--- src/rtl/mmio_uart_tx_pkg.sv ---
// uart_pkg: shared types/constants for mmio_uart_tx.
// UART_TX_PARITY_EN adds the PARITY state to the FSM enum.
package uart_pkg;

`ifdef UART_TX_PARITY_EN
  typedef enum logic [2:0] {
    ST_IDLE,
    ST_START,
    ST_DATA,
    ST_PARITY,
    ST_STOP
  } tx_state_e;
`else
  typedef enum logic [2:0] {
    ST_IDLE,
    ST_START,
    ST_DATA,
    ST_STOP
  } tx_state_e;
`endif

  localparam logic [31:0] TXDATA_OFS = 32'd0;
  localparam logic [31:0] STATUS_OFS = 32'd4;

  localparam int STS_FULL_BIT  = 0;
  localparam int STS_EMPTY_BIT = 1;
  localparam int STS_BUSY_BIT  = 2;
  localparam int STS_OVF_BIT   = 3;
  localparam int STS_CNT_LSB   = 8;

  function automatic logic [31:0] status_word(
    input logic [7:0] cnt,
    input logic       ovf,
    input logic       busy,
    input logic       empty,
    input logic       full
  );
    logic [31:0] w;
    w = 32'h0;
    w[STS_CNT_LSB +: 8] = cnt;
    w[STS_OVF_BIT]      = ovf;
    w[STS_BUSY_BIT]     = busy;
    w[STS_EMPTY_BIT]    = empty;
    w[STS_FULL_BIT]     = full;
    return w;
  endfunction

endpackage

--- src/rtl/mmio_uart_tx_sync_fifo.sv ---
// sync_fifo: single-clock FIFO, power-of-two depth.
// Push ignored when full, pop ignored when empty.
module sync_fifo #(
  parameter int WIDTH = 8,
  parameter int DEPTH = 8,
  parameter int CW    = $clog2(DEPTH) + 1
) (
  input  logic             clk,
  input  logic             rst_n,
  input  logic             push,
  input  logic [WIDTH-1:0] din,
  input  logic             pop,
  output logic [WIDTH-1:0] dout,
  output logic             full,
  output logic             empty,
  output logic [CW-1:0]    count
);
  localparam int AW = $clog2(DEPTH);

  logic [WIDTH-1:0] mem_q [DEPTH];
  logic [AW-1:0]    wptr_q, wptr_d;
  logic [AW-1:0]    rptr_q, rptr_d;
  logic [CW-1:0]    cnt_q, cnt_d;
  logic             do_push, do_pop;

  assign full    = (cnt_q == CW'(DEPTH));
  assign empty   = (cnt_q == '0);
  assign count   = cnt_q;
  assign dout    = mem_q[rptr_q];
  assign do_push = push & ~full;
  assign do_pop  = pop & ~empty;

  // pointer/count next state; pointers wrap naturally
  always_comb begin
    wptr_d = wptr_q;
    rptr_d = rptr_q;
    cnt_d  = cnt_q;
    if (do_push) wptr_d = wptr_q + 1'b1;
    if (do_pop)  rptr_d = rptr_q + 1'b1;
    unique case ({do_push, do_pop})
      2'b10:   cnt_d = cnt_q + 1'b1;
      2'b01:   cnt_d = cnt_q - 1'b1;
      default: cnt_d = cnt_q;
    endcase
  end

  // pointer/count registers
  always_ff @(posedge clk or negedge rst_n) begin
    if (!rst_n) begin
      wptr_q <= '0;
      rptr_q <= '0;
      cnt_q  <= '0;
    end else begin
      wptr_q <= wptr_d;
      rptr_q <= rptr_d;
      cnt_q  <= cnt_d;
    end
  end

  // storage, no reset needed
  always_ff @(posedge clk) begin
    if (do_push) mem_q[wptr_q] <= din;
  end

endmodule

--- src/rtl/mmio_uart_tx.sv ---
// mmio_uart_tx: MMIO transmit-only UART with FIFO.
// Define UART_TX_PARITY_EN to add an even parity bit.
module mmio_uart_tx
  import uart_pkg::*;
#(
  parameter logic [31:0] BASE_ADR   = 32'h0000_2000,
  parameter int          BAUD_DIV   = 868,
  parameter int          FIFO_DEPTH = 8
) (
  input  logic        clk_pi,
  input  logic        reset_pi,
  input  logic [31:0] data_adr_pi,
  input  logic [31:0] write_data_pi,
  input  logic        mem_write_pi,
  output logic [31:0] read_data_po,
  output logic        tx_po
);
  localparam int          CW        = $clog2(FIFO_DEPTH) + 1;
  localparam logic [15:0] BAUD_LAST = 16'(BAUD_DIV - 1);

  tx_state_e     state_q, state_d;
  logic [15:0]   baud_q, baud_d;
  logic [2:0]    bit_q, bit_d;
  logic [7:0]    sh_q, sh_d;
  logic          tx_q, tx_d;
  logic          ovf_q, ovf_d;

  logic          sel_tx, sel_sts;
  logic          wr_tx, wr_sts;
  logic          push, pop;
  logic [7:0]    fifo_dout;
  logic          full, empty;
  logic [CW-1:0] count;
  logic          busy;
  logic          baud_end;
  logic          unused_wdata;

  assign sel_tx  = (data_adr_pi == BASE_ADR + TXDATA_OFS);
  assign sel_sts = (data_adr_pi == BASE_ADR + STATUS_OFS);
  assign wr_tx   = mem_write_pi & sel_tx;
  assign wr_sts  = mem_write_pi & sel_sts;
  assign push    = wr_tx & ~full;
  assign busy    = (state_q != ST_IDLE);
  assign tx_po   = tx_q;

  assign unused_wdata = ^write_data_pi[31:8];

  sync_fifo #(
    .WIDTH (8),
    .DEPTH (FIFO_DEPTH)
  ) u_fifo (
    .clk   (clk_pi),
    .rst_n (reset_pi),
    .push  (push),
    .din   (write_data_pi[7:0]),
    .pop   (pop),
    .dout  (fifo_dout),
    .full  (full),
    .empty (empty),
    .count (count)
  );

  // status readback, zero elsewhere
  always_comb begin
    read_data_po = 32'h0;
    if (sel_sts) begin
      read_data_po = status_word(
        8'(count), ovf_q, busy, empty, full);
    end
  end

  // sticky overflow: set on dropped push, cleared by STATUS store
  always_comb begin
    ovf_d = ovf_q;
    if (wr_sts)       ovf_d = 1'b0;
    if (wr_tx & full) ovf_d = 1'b1;
  end

  // transmit FSM next state and serial output
  always_comb begin
    state_d  = state_q;
    baud_d   = baud_q;
    bit_d    = bit_q;
    sh_d     = sh_q;
    tx_d     = tx_q;
    pop      = 1'b0;
    baud_end = (baud_q == BAUD_LAST);
    unique case (state_q)
      ST_IDLE: begin
        tx_d = 1'b1;
        if (!empty) begin
          pop     = 1'b1;
          sh_d    = fifo_dout;
          state_d = ST_START;
          baud_d  = '0;
          tx_d    = 1'b0;
        end
      end
      ST_START: begin
        if (baud_end) begin
          baud_d  = '0;
          bit_d   = '0;
          state_d = ST_DATA;
          tx_d    = sh_q[0];
        end else begin
          baud_d = baud_q + 16'd1;
        end
      end
      ST_DATA: begin
        if (baud_end) begin
          baud_d = '0;
          if (bit_q == 3'd7) begin
            bit_d = '0;
`ifdef UART_TX_PARITY_EN
            state_d = ST_PARITY;
            tx_d    = ^sh_q;
`else
            state_d = ST_STOP;
            tx_d    = 1'b1;
`endif
          end else begin
            bit_d = bit_q + 3'd1;
            tx_d  = sh_q[bit_q + 3'd1];
          end
        end else begin
          baud_d = baud_q + 16'd1;
        end
      end
`ifdef UART_TX_PARITY_EN
      ST_PARITY: begin
        if (baud_end) begin
          baud_d  = '0;
          state_d = ST_STOP;
          tx_d    = 1'b1;
        end else begin
          baud_d = baud_q + 16'd1;
        end
      end
`endif
      ST_STOP: begin
        if (baud_end) begin
          baud_d = '0;
          if (!empty) begin
            pop     = 1'b1;
            sh_d    = fifo_dout;
            state_d = ST_START;
            tx_d    = 1'b0;
          end else begin
            state_d = ST_IDLE;
            tx_d    = 1'b1;
          end
        end else begin
          baud_d = baud_q + 16'd1;
        end
      end
      default: begin
        state_d = ST_IDLE;
        baud_d  = '0;
        bit_d   = '0;
        tx_d    = 1'b1;
      end
    endcase
  end

  // FSM, counters, line and flag registers
  always_ff @(posedge clk_pi or negedge reset_pi) begin
    if (!reset_pi) begin
      state_q <= ST_IDLE;
      baud_q  <= '0;
      bit_q   <= '0;
      sh_q    <= '0;
      tx_q    <= 1'b1;
      ovf_q   <= 1'b0;
    end else begin
      state_q <= state_d;
      baud_q  <= baud_d;
      bit_q   <= bit_d;
      sh_q    <= sh_d;
      tx_q    <= tx_d;
      ovf_q   <= ovf_d;
    end
  end

endmodule

--- config.mk ---
export PLATFORM = sky130hd
export DESIGN_NAME = mmio_uart_tx
export DESIGN_NICKNAME = d
export VERILOG_FILES = /design/src/rtl/mmio_uart_tx_pkg.sv /design/src/rtl/mmio_uart_tx_sync_fifo.sv /design/src/rtl/mmio_uart_tx.sv
export SDC_FILE = /design/constraint.sdc
export NUM_CORES = 1
export LEC_CHECK = 0
export CAP_MARGIN = 10
export CORE_ASPECT_RATIO = 1.25
export CORE_MARGIN = 4
export CORE_UTILIZATION = 26
export DETAILED_ROUTE_END_ITERATION = 16
export PLACE_DENSITY = 0.51
export REMOVE_ABC_BUFFERS = 1
export SYNTH_ARGS = -nofsm -noshare
export SYNTH_HDL_FRONTEND = slang
export SYNTH_SLANG_ARGS = --single-unit
--- constraint.sdc ---
create_clock -name clk_pi -period 3.6 [get_ports clk_pi]
set_clock_uncertainty 0.15 [all_clocks]
set_input_delay 0.36 -clock clk_pi [delete_from_list [all_inputs] [get_ports clk_pi]]
set_output_delay 0.36 -clock clk_pi [all_outputs]
set_load 0.02 [all_outputs]
==> results.ini, run 1 <==
[cells_and_area]
logic_area_um2 = 2011
comb_share = 0.3220
drive_gt1_frac = 0.1466
final_cell_mix = 64 x edfxtp_1, 50 x clkdlybuf4s50_1, 40 x dfrtp_1

[timing]
finalHoldViolCount = 11
setup_viol = 0
rsz0062_at_grt = no
hold-worst-slack_ns = -0.006262

[cts]
worstSkewPairLatency_ns = 0.36
clockRootBuffer = clkbuf_16

[synthesis]
netlist_instances = 400
synthSimpleGateAreaFrac = 0.1338
yosys_warnings = 0

[outcome]
violations = hold timing
status = finished with violations

[power]
peakVddDrop_mv = 0.3012
leakage_nw = 2.275
p_int_w = 0.001896

[critical_path]
path_max_fanout = 4
end_kind = flop
rr_endpoint = u_fifo.count[3]

[detailed_routing]
via_per_inst = 4.513
drt_wl_total_um = 10960

[grt]
grt.busiest_layer = met2
grt_first_pass_wirelength_um = 17820

[floorplan]
floorplan.rows = 57
ioPinCount = 100

[placed_design]
dpl.hpwl_um = 7723

Figure 1. Routed clock nets over the placement (run 1).
Scale: 2 px per µm.
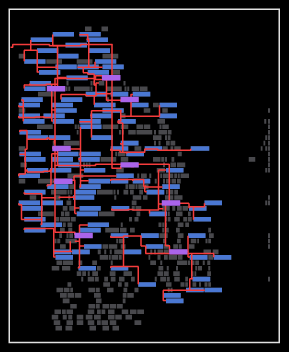
[clock drivers] purple | count: 9
[flip-flops] blue | count: 105
[clock wires] red | length: 1380 µm
routed clock nets	10

Figure 2. I/O nets highlighted (run 1).
Scale: 1.5 px per µm.
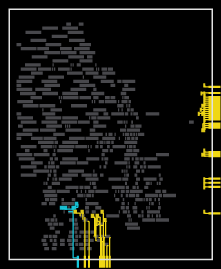
port	color	bits	direction	edge	end cells	buffers	wire
mem_write_pi	cyan	1	input	bottom	4	1	53.9 µm
read_data_po	yellow	32	output	24 right, 8 bottom	32	8	351 µm

Figure 3. The metal 4 layer (run 1).
Scale: 2 px per µm. Supply wires on this layer in gray.
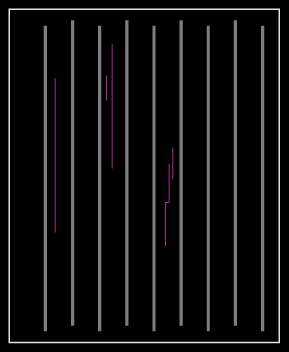
nets with wire on the layer	3
share of all routed wire	1.9%

Figure 4. Congestion heat map (run 1).
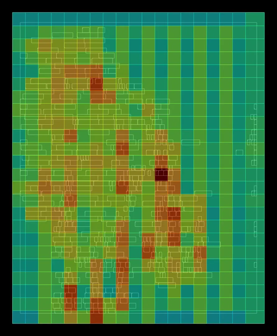
Post-Route Utilization: 0.3195
drt wl/cell: 15.03 µm
all-layer global routing usage: 0.1015

Figure 5. Cell density map (run 1).
Scale: 2 px per µm. 13 x 17 tiles, from dark blue (low) to red (high), 0 to 100% covered.
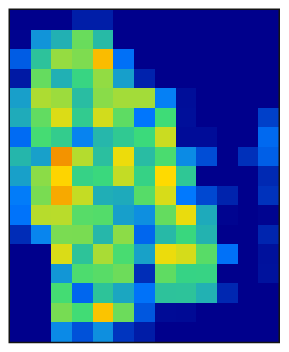

==> run 2, diff against run 1 <==
- clock period: 3.6 -> 3 ns (I/O delays scaled with it)
Figure 6. Cell density map (run 2).
Scale: 2 px per µm. 13 x 17 tiles, from dark blue (low) to red (high), 0 to 100% covered.
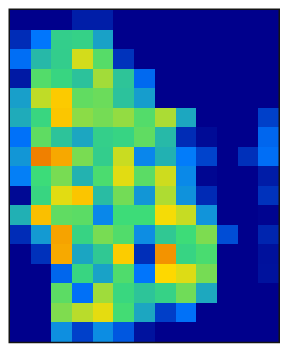
nearly empty tiles	36%
tiles over 75% full	5.0%
emptiest ninth of the die	top right
mean over tiles	27%
fullest tile	85%

Figure 7. Routed clock nets over the placement (run 2).
Scale: 2 px per µm.
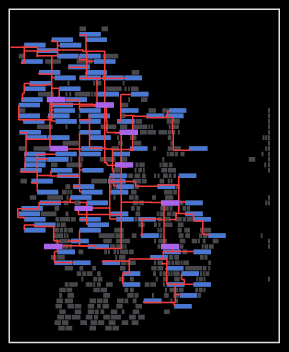
[clock wires] red | length: 1340 µm
[flip-flops] blue | count: 105
[clock drivers] purple | count: 9
routed clock nets	10

==> results.ini, run 2 <==
[outcome]
status = complete, no violations

[cts]
clockRootBuffer = clkbuf_16

[synthesis]
yosys_warnings = 0  ; unchanged
netlist_instances = 400  ; unchanged
synthSimpleGateAreaFrac = 0.1338  ; unchanged

[timing]
finalHoldViolCount = 0  ; -11
rsz0062_at_grt = no
hold-worst-slack_ns = 0.3632  ; +0.3695 ns

[cells_and_area]
comb_share = 0.3208  ; -0.001245
drive_gt1_frac = 0.1803  ; +0.03374
fin_util = 0.3269  ; +0.007427
logic_area_um2 = 2049  ; +1.9%
final_cell_mix = 64 x edfxtp_1, 50 x clkdlybuf4s50_1, 40 x dfrtp_1

[placed_design]
dpl.hpwl_um = 8024  ; +3.9%

[grt]
grt_first_pass_wirelength_um = 18600  ; +4.4%
grtUsageTotal = 0.1046  ; +0.003102

[critical_path]
rr_endpoint = u_fifo.count[3]
end_kind = output port
path_max_fanout = 8  ; +4

[power]
leakage_nw = 2.355  ; +3.5%
peakVddDrop_mv = 0.3511  ; +17%

[detailed_routing]
drt_wl_total_um = 11430  ; +4.3%
via_per_inst = 4.635  ; +2.7%

[floorplan]
ioPinCount = 100  ; unchanged

